### src/rtl/kv_sort_engine_pkg.sv
// Shared types for the key+payload gnome sort engine: FSM states, sort order
// and the packed record width.
package kv_sort_pkg;

  typedef enum logic [2:0] {
    S_IDLE,
    S_LOAD,
    S_READ,
    S_CMP,
    S_SWAP,
    S_OUT
  } sort_state_t;

  typedef enum logic {
    ASC  = 1'b0,
    DESC = 1'b1
  } order_t;

  // Record stored in RAM is {key, payload}
  function automatic int rec_width(input int kwidth, input int pwidth);
    return kwidth + pwidth;
  endfunction

endpackage

### src/rtl/kv_sort_engine_if.sv
// Avalon-ST input and output streams of the sort engine. Signal suffixes are
// seen from the engine: _i flows into it, _o flows out of it.
interface kv_sort_engine_if #(
  parameter int KWIDTH = 8,
  parameter int PWIDTH = 8
);

  logic              in_valid_i;
  logic              in_ready_o;
  logic [KWIDTH-1:0] in_key_i;
  logic [PWIDTH-1:0] in_payload_i;
  logic              in_sop_i;
  logic              in_eop_i;
  logic              in_desc_i;
  logic              out_ready_i;
  logic              out_valid_o;
  logic [KWIDTH-1:0] out_key_o;
  logic [PWIDTH-1:0] out_payload_o;
  logic              out_sop_o;
  logic              out_eop_o;

  modport slave (
    input  in_valid_i, in_key_i, in_payload_i, in_sop_i, in_eop_i, in_desc_i,
    input  out_ready_i,
    output in_ready_o,
    output out_valid_o, out_key_o, out_payload_o, out_sop_o, out_eop_o
  );

  modport master (
    output in_valid_i, in_key_i, in_payload_i, in_sop_i, in_eop_i, in_desc_i,
    output out_ready_i,
    input  in_ready_o,
    input  out_valid_o, out_key_o, out_payload_o, out_sop_o, out_eop_o
  );

endinterface

### src/rtl/kv_sort_engine_ram.sv
// True dual-port single-clock RAM. Address is registered, so read data lags
// the address by one cycle; REGISTER_OUT adds an optional output stage.
module true_dual_port_ram_single_clock #(
  parameter int DATA_WIDTH   = 16,
  parameter int ADDR_WIDTH   = 5,
  parameter int REGISTER_OUT = 0
) (
  input  logic                  clk_i,
  input  logic                  we_a_i,
  input  logic                  we_b_i,
  input  logic [ADDR_WIDTH-1:0] addr_a_i,
  input  logic [ADDR_WIDTH-1:0] addr_b_i,
  input  logic [DATA_WIDTH-1:0] data_a_i,
  input  logic [DATA_WIDTH-1:0] data_b_i,
  output logic [DATA_WIDTH-1:0] q_a_o,
  output logic [DATA_WIDTH-1:0] q_b_o
);

  logic [DATA_WIDTH-1:0] mem_q [2**ADDR_WIDTH];
  logic [ADDR_WIDTH-1:0] addr_a_q;
  logic [ADDR_WIDTH-1:0] addr_b_q;
  logic [DATA_WIDTH-1:0] rd_a;
  logic [DATA_WIDTH-1:0] rd_b;

  always_ff @(posedge clk_i) begin
    if (we_a_i) mem_q[addr_a_i] <= data_a_i;
    if (we_b_i) mem_q[addr_b_i] <= data_b_i;
    addr_a_q <= addr_a_i;
    addr_b_q <= addr_b_i;
  end

  assign rd_a = mem_q[addr_a_q];
  assign rd_b = mem_q[addr_b_q];

  generate
    if (REGISTER_OUT != 0) begin : g_out_reg
      always_ff @(posedge clk_i) begin
        q_a_o <= rd_a;
        q_b_o <= rd_b;
      end
    end else begin : g_out_comb
      assign q_a_o = rd_a;
      assign q_b_o = rd_b;
    end
  endgenerate

endmodule

### src/rtl/kv_sort_engine.sv
// In-place stable gnome sort of one {key, payload} packet held in a dual-port
// RAM, with Avalon-ST load/unload, per-packet order, overflow and abort.
module kv_sort_engine
  import kv_sort_pkg::*;
#(
  parameter int AWIDTH = 5,
  parameter int KWIDTH = 8,
  parameter int PWIDTH = 8
) (
  input  logic              clk_i,
  input  logic              rst_i,
  input  logic              abort_i,
  kv_sort_engine_if.slave   bus,
  output logic              busy_o,
  output logic              overflow_o,
  output logic [AWIDTH:0]   count_o
);

  localparam int RW = rec_width(KWIDTH, PWIDTH);
  localparam logic [AWIDTH:0] ONE     = (AWIDTH+1)'(1);
  localparam logic [AWIDTH:0] TWO     = (AWIDTH+1)'(2);
  localparam logic [AWIDTH:0] DEPTH_C = ONE << AWIDTH;

  sort_state_t     state_q, state_d;
  logic [AWIDTH:0] count_q, count_d;
  logic [AWIDTH:0] i_q, i_d;
  logic [AWIDTH:0] j_q, j_d;
  logic [AWIDTH:0] shown_q, shown_d;
  order_t          order_q, order_d;
  logic            overflow_q, overflow_d;
  logic            busy_q, busy_d;
  logic            out_valid_q, out_valid_d;

  logic              we_a, we_b;
  logic [AWIDTH-1:0] addr_a, addr_b;
  logic [RW-1:0]     wdata_a, wdata_b;
  logic [RW-1:0]     q_a, q_b;

  logic              in_ready;
  logic              accept;
  logic              fire;
  logic              do_swap;
  logic [AWIDTH:0]   i_m1;
  logic [AWIDTH:0]   last_idx;
  logic [KWIDTH-1:0] key_a, key_b;
  logic [RW-1:0]     in_rec;

  // A beat offered together with abort_i must not complete a handshake
  assign in_ready = ((state_q == S_IDLE) || (state_q == S_LOAD)) && !abort_i;
  assign accept   = bus.in_valid_i && in_ready;
  assign fire     = out_valid_q && bus.out_ready_i;
  assign in_rec   = {bus.in_key_i, bus.in_payload_i};
  assign i_m1     = i_q - ONE;
  assign last_idx = count_q - ONE;
  assign key_a    = q_a[RW-1 -: KWIDTH];
  assign key_b    = q_b[RW-1 -: KWIDTH];
  // Strict compare keeps equal keys in arrival order
  assign do_swap  = (order_q == DESC) ? (key_b < key_a) : (key_b > key_a);

  always_comb begin
    state_d     = state_q;
    count_d     = count_q;
    i_d         = i_q;
    j_d         = j_q;
    shown_d     = shown_q;
    order_d     = order_q;
    overflow_d  = overflow_q;
    busy_d      = busy_q;
    out_valid_d = 1'b0;
    we_a        = 1'b0;
    we_b        = 1'b0;
    addr_a      = i_q[AWIDTH-1:0];
    addr_b      = i_m1[AWIDTH-1:0];
    wdata_a     = in_rec;
    wdata_b     = q_a;

    case (state_q)
      S_IDLE, S_LOAD: begin
        if (accept) begin
          if (bus.in_sop_i) begin
            we_a       = 1'b1;
            addr_a     = '0;
            count_d    = ONE;
            order_d    = order_t'(bus.in_desc_i);
            overflow_d = 1'b0;
            busy_d     = 1'b1;
            shown_d    = '0;
            state_d    = bus.in_eop_i ? S_OUT : S_LOAD;
          end else if (state_q == S_LOAD) begin
            if (count_q == DEPTH_C) begin
              overflow_d = 1'b1;
            end else begin
              we_a    = 1'b1;
              addr_a  = count_q[AWIDTH-1:0];
              count_d = count_q + ONE;
            end
            if (bus.in_eop_i) begin
              shown_d = '0;
              if (count_d == ONE) begin
                state_d = S_OUT;
              end else begin
                state_d = S_READ;
                i_d     = ONE;
                j_d     = TWO;
              end
            end
          end
        end
      end
      S_READ: begin
        if (i_q >= count_q) begin
          state_d = S_OUT;
          shown_d = '0;
        end else begin
          state_d = S_CMP;
        end
      end
      S_CMP: begin
        if (do_swap) begin
          state_d = S_SWAP;
        end else begin
          i_d     = j_q;
          j_d     = j_q + ONE;
          state_d = S_READ;
        end
      end
      S_SWAP: begin
        // Addresses are still i / i-1 from READ, so q_a/q_b hold both records
        we_a    = 1'b1;
        we_b    = 1'b1;
        wdata_a = q_b;
        wdata_b = q_a;
        i_d     = i_m1;
        if (i_m1 == '0) begin
          i_d = j_q;
          j_d = j_q + ONE;
        end
        state_d = S_READ;
      end
      S_OUT: begin
        if (fire && (shown_q == last_idx)) begin
          state_d = S_IDLE;
          busy_d  = 1'b0;
        end else begin
          // Re-reading the same address while stalled keeps the beat stable
          if (fire) shown_d = shown_q + ONE;
          out_valid_d = 1'b1;
          addr_a      = shown_d[AWIDTH-1:0];
        end
      end
      default: state_d = S_IDLE;
    endcase

    if (abort_i) begin
      state_d     = S_IDLE;
      count_d     = '0;
      busy_d      = 1'b0;
      overflow_d  = 1'b0;
      out_valid_d = 1'b0;
      we_a        = 1'b0;
      we_b        = 1'b0;
    end
  end

  always_ff @(posedge clk_i or posedge rst_i) begin
    if (rst_i) begin
      state_q     <= S_IDLE;
      count_q     <= '0;
      i_q         <= '0;
      j_q         <= '0;
      shown_q     <= '0;
      order_q     <= ASC;
      overflow_q  <= 1'b0;
      busy_q      <= 1'b0;
      out_valid_q <= 1'b0;
    end else begin
      state_q     <= state_d;
      count_q     <= count_d;
      i_q         <= i_d;
      j_q         <= j_d;
      shown_q     <= shown_d;
      order_q     <= order_d;
      overflow_q  <= overflow_d;
      busy_q      <= busy_d;
      out_valid_q <= out_valid_d;
    end
  end

  true_dual_port_ram_single_clock #(
    .DATA_WIDTH  (RW),
    .ADDR_WIDTH  (AWIDTH),
    .REGISTER_OUT(0)
  ) u_ram (
    .clk_i   (clk_i),
    .we_a_i  (we_a),
    .we_b_i  (we_b),
    .addr_a_i(addr_a),
    .addr_b_i(addr_b),
    .data_a_i(wdata_a),
    .data_b_i(wdata_b),
    .q_a_o   (q_a),
    .q_b_o   (q_b)
  );

  assign bus.in_ready_o    = in_ready;
  assign bus.out_valid_o   = out_valid_q;
  assign bus.out_key_o     = key_a;
  assign bus.out_payload_o = q_a[PWIDTH-1:0];
  assign bus.out_sop_o     = out_valid_q && (shown_q == '0);
  assign bus.out_eop_o     = out_valid_q && (shown_q == last_idx);
  assign busy_o            = busy_q;
  assign overflow_o        = overflow_q;
  assign count_o           = count_q;

endmodule

### src/flat_wrapper.sv
// flat-port wrapper written by rule: the top's interface ports become plain ports
module kv_sort_engine_flat import kv_sort_pkg::*;
#(
  parameter int AWIDTH = 5,
  parameter int KWIDTH = 8,
  parameter int PWIDTH = 8
)
  (clk_i, rst_i, abort_i, busy_o, overflow_o, count_o, bus_in_valid_i, bus_in_key_i, bus_in_payload_i, bus_in_sop_i, bus_in_eop_i, bus_in_desc_i, bus_out_ready_i, bus_in_ready_o, bus_out_valid_o, bus_out_key_o, bus_out_payload_o, bus_out_sop_o, bus_out_eop_o);
  kv_sort_engine_if #(.KWIDTH(KWIDTH), .PWIDTH(PWIDTH)) bus_i ();
  input  logic clk_i;
  input  logic rst_i;
  input  logic abort_i;
  output logic busy_o;
  output logic overflow_o;
  output logic [AWIDTH:0] count_o;
  input wire logic [$bits(bus_i.in_valid_i)-1:0] bus_in_valid_i;
  input wire logic [$bits(bus_i.in_key_i)-1:0] bus_in_key_i;
  input wire logic [$bits(bus_i.in_payload_i)-1:0] bus_in_payload_i;
  input wire logic [$bits(bus_i.in_sop_i)-1:0] bus_in_sop_i;
  input wire logic [$bits(bus_i.in_eop_i)-1:0] bus_in_eop_i;
  input wire logic [$bits(bus_i.in_desc_i)-1:0] bus_in_desc_i;
  input wire logic [$bits(bus_i.out_ready_i)-1:0] bus_out_ready_i;
  output wire logic [$bits(bus_i.in_ready_o)-1:0] bus_in_ready_o;
  output wire logic [$bits(bus_i.out_valid_o)-1:0] bus_out_valid_o;
  output wire logic [$bits(bus_i.out_key_o)-1:0] bus_out_key_o;
  output wire logic [$bits(bus_i.out_payload_o)-1:0] bus_out_payload_o;
  output wire logic [$bits(bus_i.out_sop_o)-1:0] bus_out_sop_o;
  output wire logic [$bits(bus_i.out_eop_o)-1:0] bus_out_eop_o;
  assign bus_i.in_valid_i = bus_in_valid_i;
  assign bus_i.in_key_i = bus_in_key_i;
  assign bus_i.in_payload_i = bus_in_payload_i;
  assign bus_i.in_sop_i = bus_in_sop_i;
  assign bus_i.in_eop_i = bus_in_eop_i;
  assign bus_i.in_desc_i = bus_in_desc_i;
  assign bus_i.out_ready_i = bus_out_ready_i;
  assign bus_in_ready_o = bus_i.in_ready_o;
  assign bus_out_valid_o = bus_i.out_valid_o;
  assign bus_out_key_o = bus_i.out_key_o;
  assign bus_out_payload_o = bus_i.out_payload_o;
  assign bus_out_sop_o = bus_i.out_sop_o;
  assign bus_out_eop_o = bus_i.out_eop_o;
  kv_sort_engine #(.AWIDTH(AWIDTH), .KWIDTH(KWIDTH), .PWIDTH(PWIDTH)) u_core (.clk_i(clk_i), .rst_i(rst_i), .abort_i(abort_i), .bus(bus_i), .busy_o(busy_o), .overflow_o(overflow_o), .count_o(count_o));
endmodule
### config.mk
export PLATFORM = sky130hd
export DESIGN_NAME = kv_sort_engine_flat
export DESIGN_NICKNAME = d
export VERILOG_FILES = /design/src/rtl/kv_sort_engine_pkg.sv /design/src/rtl/kv_sort_engine_if.sv /design/src/rtl/kv_sort_engine_ram.sv /design/src/rtl/kv_sort_engine.sv /design/src/flat_wrapper.sv
export SDC_FILE = /design/constraint.sdc
export NUM_CORES = 1
export LEC_CHECK = 0
export CELL_PAD_IN_SITES_DETAIL_PLACEMENT = 0
export CELL_PAD_IN_SITES_GLOBAL_PLACEMENT = 1
export CORE_MARGIN = 2
export CORE_UTILIZATION = 57
export CTS_BUF_LIST = sky130_fd_sc_hd__clkbuf_16
export DETAILED_ROUTE_END_ITERATION = 12
export PLACE_DENSITY_LB_ADDON = 0.1
export SYNTH_ARGS = -nofsm -noshare
export SYNTH_HDL_FRONTEND = slang
export SYNTH_SLANG_ARGS = --single-unit
### constraint.sdc
create_clock -name clk_i -period 6.6 [get_ports clk_i]
set_input_delay 1.32 -clock clk_i [delete_from_list [all_inputs] [get_ports clk_i]]
set_output_delay 1.32 -clock clk_i [all_outputs]
set_load 0.01 [all_outputs]
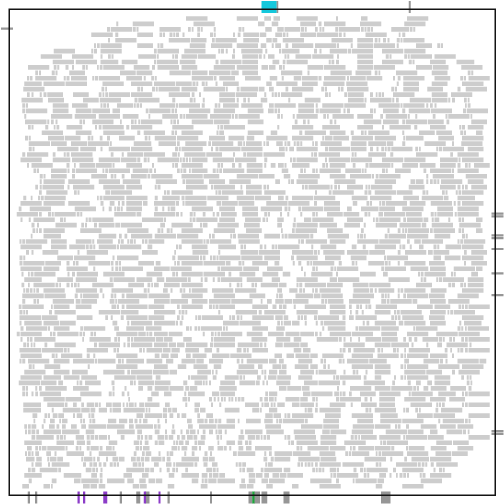
run_1/io_placement.png
(2 px per µm) Pins as bars across the die edge, other pins in grey.
- cyan: bus_in_payload_i (pins 8; direction input; edge north)
- purple: count_o (pins 6; direction output; edge south)
- green: bus_out_ready_i (pins 1; direction input; edge south)
horizontal die size: 242 µm
die extent in y: 242 µm
port buffer count: 51

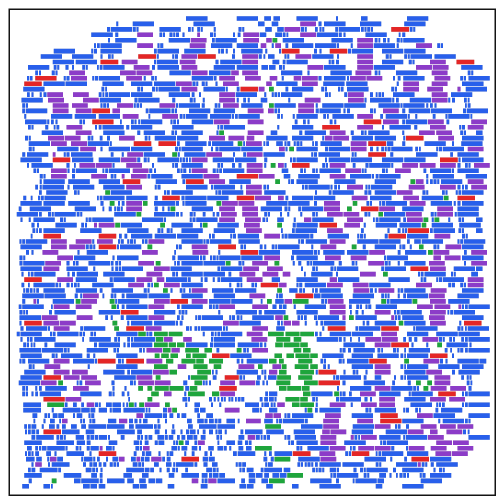
run_1/sizes.png
(2 px per µm)
- blue: _0 and _1 cells (cells 1983; share 77%)
- purple: _2 cells (cells 390; share 15%)
- red: _6 and larger (cells 69; share 2.7%)
- green: _3 and _4 cells (cells 142; share 5.5%)
buffers outside the clock class: 123
final non-filler cell area: 35600 µm²

==> impl_metrics.csv, run 1 <==
group,metric,value,unit
run_status,outcome,"completed",
detailed_routing,drt-vias-per-instance,6.96,
placed_design,hpwl_after_detailed_placement,64600,µm
layout,n_clock_buffer,61,
layout,multiInputCombCellCount,1770,
clock_tree,postCtsHoldBufs,0,
layout,layout-area-overhead-vs-synth,10.2,%
logic_synthesis,distinct_lib_cells,66,
floorplan,design.portCount,52,
logic_synthesis,ys_cells,2647,
logic_synthesis,asyncSetResetFlopFracSynth,5.61,%
layout,layout.area.top_class,"registers",
power_and_ir_drop,share_comb_of_total_power,49.3,%
final_timing,hold_viol_final,0,
logic_synthesis,ys_top_cells_by_area,"edfxtp_1, mux4_2, o21ai_0, nand2_1, dfrtp_1",
placed_design,globalplace.congestion,0.909,
global_routing,overall_fraction_of_global_route_tracks_in_use,35.7,%
logic_synthesis,synth-seq-cells,553,
floorplan,coreArea,56300,µm²
detailed_routing,post_drt_wl_per_cell,31.2,µm
placed_design,postPlaceCellArea,33700,µm²
layout,comb_area_share,42.8,%
critical_path,critical_path.endpoint_type,"output port",
clock_tree,clk_root_buffer_cell,"clkbuf_16",
layout,n_all_inverters,31,
floorplan,floorplan.initialDensity,57.5,%
layout,area.combinational,15200,µm²
final_timing,setup_viol,0,
final_timing,worst-slew-pin-transition,1.33,ns
final_timing,slew_viol_final,0,
logic_synthesis,netlist_instances,2647,
logic_synthesis,fp_nets,2695,
floorplan,chipArea,58700,µm²
layout,buf_share,2.98,%
clock_tree,path_clk_slew,0.06,ns
logic_synthesis,synth-edff-count,512,
power_and_ir_drop,power.static_leakage,0.0106,µW
detailed_routing,vias,23300,
floorplan,floorplan.rows,87,
power_and_ir_drop,seq_power_share,30.3,%
clock_tree,clock_sink_count,553,
clock_tree,tritoncts_buffers,58,
logic_synthesis,synth.top_cell.area_share,47.5,%
layout,area_share_clock_buf_inv,5.35,%
flow_run,cap_viol_max_count,0,
final_timing,post-route-min-period,5.89,ns
final_timing,fmax,170,MHz
power_and_ir_drop,power.switching,6810,µW
clock_tree,postCtsResizedCells,0,
logic_synthesis,post_synth.cell_area_avg,12.2,µm²
detailed_routing,drt-total-wl,104000,µm
global_routing,antenna_found_initial,1,
hold_path,min_delay_path_class,"reg2reg",
global_routing,gr-total-overflow,0,
clock_tree,cts_tree,"built",
critical_path,worstPathMaxFanout,33,
power_and_ir_drop,ir_drop,0.000336,V
final_timing,setup_total_negative_slack,0,ns
layout,seqAreaFraction,45.9,%
layout,layout.cells.most_common,"nand2_1",
critical_path,critical_path_arrival,4.57,ns
layout,antenna-diode-count,0,
layout,area.sequential,16400,µm²
layout,nets_final,2585,
detailed_routing,drt_pre_antenna_iters,6,
final_timing,finClkSkew,0.0318,ns
power_and_ir_drop,clockPowerShare,20.4,%
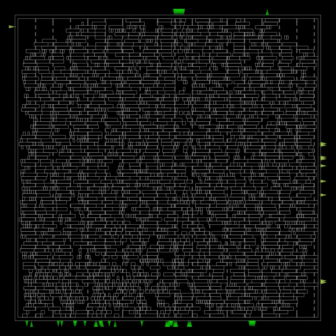
run_1/placement.png
final core occ: 63.3%
fin cells: 3340
number of fill cells in the layout: 4290
number of flip-flops and latches: 553
total number of tap cells: 756

==> run 1: metal layers <==
| layer | vias up | wire [µm] | global-route usage, % |
|---|---|---|---|
| met4 | 0 | 4130 | 13.8 |
| met2 | 1572 | 49000 | 55.8 |
| met3 | 245 | 11700 | 7.48 |
| met5 | - | 0 | 0 |
| met1 | 11600 | 39300 | 49.9 |
| li1 | 9855 | - | - |
==> run 1: per-stage QoR <==
step	util [%]	setup WS [ns]
6_report	63.3	0.710
5_1_grt	63.3	0.571
3_3_place_gp	59.9	1.13
2_1_floorplan	-	2.22
4_1_cts	63.3	0.693
3_5_place_dp	59.9	1.09
==> run 1: final timing paths <==
| kind | from | endpoint | slack, ns | depth (start not counted) |
|---|---|---|---|---|
| setup / recovery | register | bus_out_payload_o[6] | 0.71 | 6 |
| hold / removal | u_core.i_q[5]$_DFFE_PP0P_ | u_core.i_q[5]$_DFFE_PP0P_ | 0.54 | 2 |
| setup reg to reg | register | u_core.j_q[3]$_DFFE_PP0P_ | 0.94 | 14 |
| hold reg to reg | u_core.i_q[5]$_DFFE_PP0P_ | u_core.i_q[5]$_DFFE_PP0P_ | 0.54 | 2 |
| max in group asynchronous | rst_i | u_core.shown_q[4]$_DFFE_PP0P_ | 5.20 | 3 |
| min in group asynchronous | rst_i | u_core.j_q[5]$_DFFE_PP0P_ | 1.07 | 3 |
==> run 1: power by group through the flow <==
stage	sequential [µW]	combinational (µW)	clock, µW
4_1_cts	4950	7940	3360
3_5_place_dp	5020	7930	0
5_1_grt	4990	8500	3480
3_3_place_gp	5010	7800	0
6_report	4970	8080	3350
2_1_floorplan	4530	5720	0
==> run 1: state kept, by name, summed over array words and instances, names as in the netlist, named ones only <==
register                count
u_core.bus.out_valid_o      1
u_core.busy_o               1
u_core.count_o              6
u_core.i_q                  6
u_core.j_q                  6
u_core.order_q              1
u_core.overflow_o           1
u_core.shown_q              6
u_core.state_q              3
u_core.u_ram.mem_q        512
==> run 1: kinds of logic (layout without fill, tap and decap cells) <==
| group | count (synthesis) | in the layout | synth area share [%] |
|---|---|---|---|
| DFF | 553 | 553 | 50.5 |
| and+or+nand+nor | 707 | 707 | 8.90 |
| adders and majority gates | 24 | 24 | 0.928 |
| AOI/OAI and AO/OA | 658 | 658 | 10.8 |
| xor gates and xnor gates | 17 | 17 | 0.460 |
| buffers and inverters | 324 | 261 | 4.34 |
| muxes | 364 | 364 | 24.0 |
==> run 1: cell usage after synthesis, drive strengths merged, types with 3 or more instances <==
cell and instances:
a211oi 5, a21o 5, a21oi 32, a22oi 4
a31oi 4, a32oi 4, and2 4, and3 4
buf 75, clkbuf 218, dfrtp 31, dfxtp 10
edfxtp 512, ha 24, inv 31, mux2 25
mux2i 19, mux4 320, nand2 551, nand2b 11
nand3 15, nand3b 4, nand4 3, nor2 77
nor2b 6, nor3 10, o211ai 4, o21ai 548
o22ai 33, o31ai 3, or3 6, xnor2 14
xor2 3
==> run 1: worst max-delay path: stages, from the launching register on <==
cell and delay, ns:
dfxtp_4 0.74, buf_4 0.38, buf_4 0.40, mux4_2 0.56, mux4_2 0.54, mux2_2 0.59
clkdlybuf4s50_1 0.67
run_1/io_fan.png
(1 px per µm)
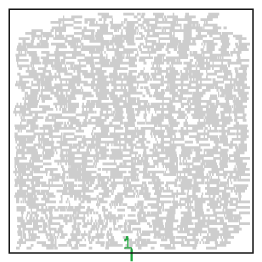

==> run 2, diff against run 1 <==
CAP_MARGIN = 20   (was default)
SYNTH_HIERARCHICAL = 1   (was default)
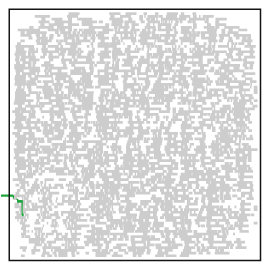
run_2/io_fan.png
(1 px per µm)
- green: bus_out_ready_i (direction input; edge west; end cells 4; buffers 1; wire 28.2 µm)
I/O pins: 52

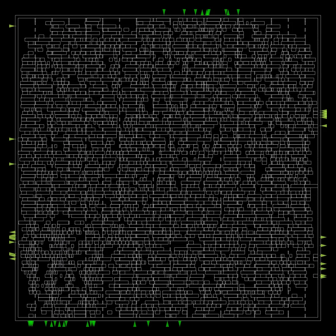
run_2/placement.png
fin cells: 3540
final core occ: 62.9%

==> run 2 against run 1 <==
  * Clock power hardly changed
  * Register-to-register slack better by 0.58 ns
  * Non-clock buffer count is 41 higher
  * Worst hold slack worse by 0.0076 ns
  * Maximum frequency is 7.6% higher
  * Routed wire length is 9.5% higher
  * Clock skew is 0.0069 ns lower
  * First-iteration DRC count is 11% lower
  * Synthesized cell count is 4.5% higher
  * Critical path depth is 2 higher
  * Cell area is 6.0% higher
  * Area after synthesis is 6.5% higher
  * Highest routed layer is now met5
==> impl_metrics.csv, run 2 <==
group,metric,value,unit
layout,drive_gt1_share,27.7,%
floorplan,floorplan.rows,90,
logic_synthesis,synth_top_cell_by_count,"mux2i_1",
logic_synthesis,distinct_lib_cells,78,
final_timing,hold_viol_final,0,
power_and_ir_drop,power.density_cell_area,374,nW/µm²
layout,layout.cells.most_common,"mux2i_1",
global_routing,grt_pass1_wl,165000,µm
final_timing,slew_viol_final,0,
run_status,outcome,"completed",
clock_tree,total_setup_buffers_inserted_after_cts,0,
final_timing,max-slew-margin-rel,19.7,%
floorplan,floorplan.initialDensity,57.4,%
detailed_routing,drt-total-wl,114000,µm
logic_synthesis,ys_dominant_reg_cell,"edfxtp_1",
critical_path,critical_path_arrival,4.15,ns
logic_synthesis,asyncSetResetFlopFracSynth,5.61,%
floorplan,chipArea,62400,µm²
critical_path,rrSetupSlack,1.52,ns
floorplan,coreArea,60000,µm²
placed_design,io_buffer_count,51,
clock_tree,max-clock-path-buffers,3,
placed_design,hpwl_after_detailed_placement,72800,µm
clock_tree,worstSkewPairLatency,0.64,ns
logic_synthesis,synth-seq-cells,553,
critical_path,crit_required,5.28,ns
floorplan,die.size.y,250,µm
final_timing,fmax,183,MHz
critical_path,rr_endpoint,"u_core/j_q[5]$_DFFE_PP0P_",
layout,layout-area-overhead-vs-synth,9.67,%
detailed_routing,vias,24900,
final_timing,postLayoutSetupSlackWorst,1.13,ns
logic_synthesis,seq_share_synth,47.5,%
critical_path,startpoint_type,"register",
logic_synthesis,total_cell_area_reported_by_yosys_after_synthesis,34400,µm²
final_timing,setup_viol,0,
layout,largest_register_ffs,512,
critical_path,critical_path.endpoint_type,"output port",
floorplan,die_w,250,µm
clock_tree,tritoncts_buffers,61,
final_timing,post-route-min-period,5.47,ns
critical_path,reg2reg_depth,14,
final_timing,unrepaired_setup_endpoints_after_global_routing,"false",
clock_tree,htreeDepth,2,
clock_tree,postCtsResizedCells,0,
global_routing,grt_start_max_net_pins,76,
logic_synthesis,fp_nets,2810,
layout,nets_final,2750,
global_routing,use_met3,6.50,%
power_and_ir_drop,power.static_leakage,0.0128,µW
layout,fillCellCount,4699,
clock_tree,clock_sink_count,553,
global_routing,gr-total-overflow,0,
logic_synthesis,synth-warning-count,6,
layout,top_register,"u_core/u_ram/mem_q",
placed_design,globalplace.congestion,0.939,
layout,mostFrequentLayoutCells,"mux2i_1, edfxtp_1, mux2_2",
clock_tree,path_clk_slew,0.06,ns
logic_synthesis,post_synth.cell_area_avg,12.5,µm²
detailed_routing,drt_pre_antenna_iters,6,
detailed_routing,drt_iter0_markers,2840,
global_routing,groute.layer.met1.usage,47.9,%
power_and_ir_drop,total_power,14100,µW
clock_tree,cts_tree,"built",
logic_synthesis,ys_cells,2765,
critical_path,worstPathMaxFanout,33,
logic_synthesis,syn_area,34400,µm²
detailed_routing,drtAntennaViolNets,0,
logic_synthesis,yosys.area.top_type,"edfxtp_1",
logic_synthesis,netlist_instances,2765,
final_timing,finClkSkew,0.0249,ns
critical_path,timing_worst_setup_path_type,"reg2out",
global_routing,grt_use_met2,56.8,%
global_routing,grt_most_used_layer,"met2",
critical_path,timing.critical_path.to,"bus_out_payload_o[2]",
final_timing,fin_crit_sh,82.9,%
final_timing,worst-slew-pin-transition,1.20,ns
global_routing,antenna_found_initial,5,
final_timing,setup_total_negative_slack,0,ns
flow_run,cap_viol_max_count,0,
placed_design,pre_cts_slack,1.38,ns
clock_tree,clk_root_buffer_cell,"clkbuf_16",
flow_run,log.warning_count,29,
detailed_routing,drt-vias-per-instance,7.04,
logic_synthesis,ys_top_cells_by_area,"edfxtp_1, mux2i_1, mux2_2, a22oi_1, dfrtp_1",
clock_tree,postCtsHoldBufs,0,
detailed_routing,post_drt_wl_per_cell,32.2,µm
power_and_ir_drop,ir_drop,0.000218,V
detailed_routing,remaining_drc_errors,0,
hold_path,min_delay_path_class,"reg2reg",
logic_synthesis,synth.top_cell.area_share,44.6,%
global_routing,first_global_vias,25100,
logic_synthesis,synth-edff-count,512,
logic_synthesis,netlist_top_cells_count,"mux2i_1, edfxtp_1, mux2_2",
global_routing,overall_fraction_of_global_route_tracks_in_use,36.0,%
## run 2: netlist changes by cell type after synthesis, sizes merged, moves of 51 or more
cell,change
a22oi,+177
buf,+51
clkbuf,-57
mux2,+491
mux2i,+494
mux4,-320
nand2,-416
nand3,+97
o21ai,-503
## run 2: worst max-delay path, cell delays in order, from the launching register on
cell	delay [ns]
dfxtp_4	0.78
buf_4	0.46
mux2i_1	0.12
a22o_1	0.23
nor3_1	0.66
a31oi_1	0.15
nand3_1	0.12
buf_4	0.37
clkdlybuf4s50_1	0.61
## run 2: layout make-up
type	count	area [µm²]	share of cell area, %
inverters	26	97.6	0.258
well taps	782	978	2.59
flip-flops and latches	553	16400	43.3
multi-input cells	1899	16900	44.6
repair buffers	164	1560	4.13
clock inverters	50	394	1.04
diodes	5	12.5	0.0331
clock buffers	61	1530	4.04
## run 2: metal layers
| layer | part of all wire (%) | vias to the layer above | wire length, µm |
|---|---|---|---|
| li1 | - | 10600 | - |
| met1 | 39 | 12600 | 44600 |
| met2 | 46 | 1438 | 52300 |
| met3 | 9.7 | 304 | 11100 |
| met4 | 5.4 | 2 | 6130 |
| met5 | 0.011 | - | 13 |
## run 2: power breakdown
part	internal (µW)	switching [µW]	leakage (µW)	total, µW
Sequential	4060	152	0.00511	4210
Combinational	2180	4370	0.00665	6550
Clock	1900	1450	0.000983	3350
## run 2: worst min-delay path by stage
stage | start | end | cells after the start
floorplan | u_core/j_q[5]$_DFFE_PP0P_ | u_core/j_q[5]$_DFFE_PP0P_ | 1
global placement | u_core/j_q[5]$_DFFE_PP0P_ | u_core/j_q[5]$_DFFE_PP0P_ | 1
detailed placement | u_core/j_q[5]$_DFFE_PP0P_ | u_core/j_q[5]$_DFFE_PP0P_ | 1
CTS | u_core/j_q[5]$_DFFE_PP0P_ | u_core/j_q[5]$_DFFE_PP0P_ | 1
global route | u_core/j_q[5]$_DFFE_PP0P_ | u_core/j_q[5]$_DFFE_PP0P_ | 1
finish | u_core/j_q[5]$_DFFE_PP0P_ | u_core/j_q[5]$_DFFE_PP0P_ | 1
## run 2: metrics by stage
stage | hold slack (ns) | cell area (µm²) | utilization, % | std cells
after CTS | 0.528 | 37600 | 62.7 | 3529
after global routing | 0.544 | 37800 | 62.9 | 3535
after floorplan | 0.463 | 34400 | - | 2765
after detailed placement | 0.518 | 35700 | 59.5 | 3418
after global placement | 0.495 | 35700 | 59.5 | 3417
final | 0.536 | 37800 | 62.9 | 3540
## run 2: logic make-up (layout without fill, tap and decap cells)
kind of cell | Yosys count | in the layout | share of synthesized area [%]
multiplexers | 1029 | 1029 | 31.8
AND-OR/OR-AND | 408 | 408 | 8.27
AND/OR/NAND/NOR | 428 | 428 | 7.11
buffers and inverters | 313 | 301 | 4.28
flip-flops | 553 | 553 | 47.5
other | 0 | 5 | 0
adder cells (fa/ha/maj) | 21 | 21 | 0.763
XOR/XNOR | 13 | 13 | 0.331
Power and IR drop assume default switching activity.
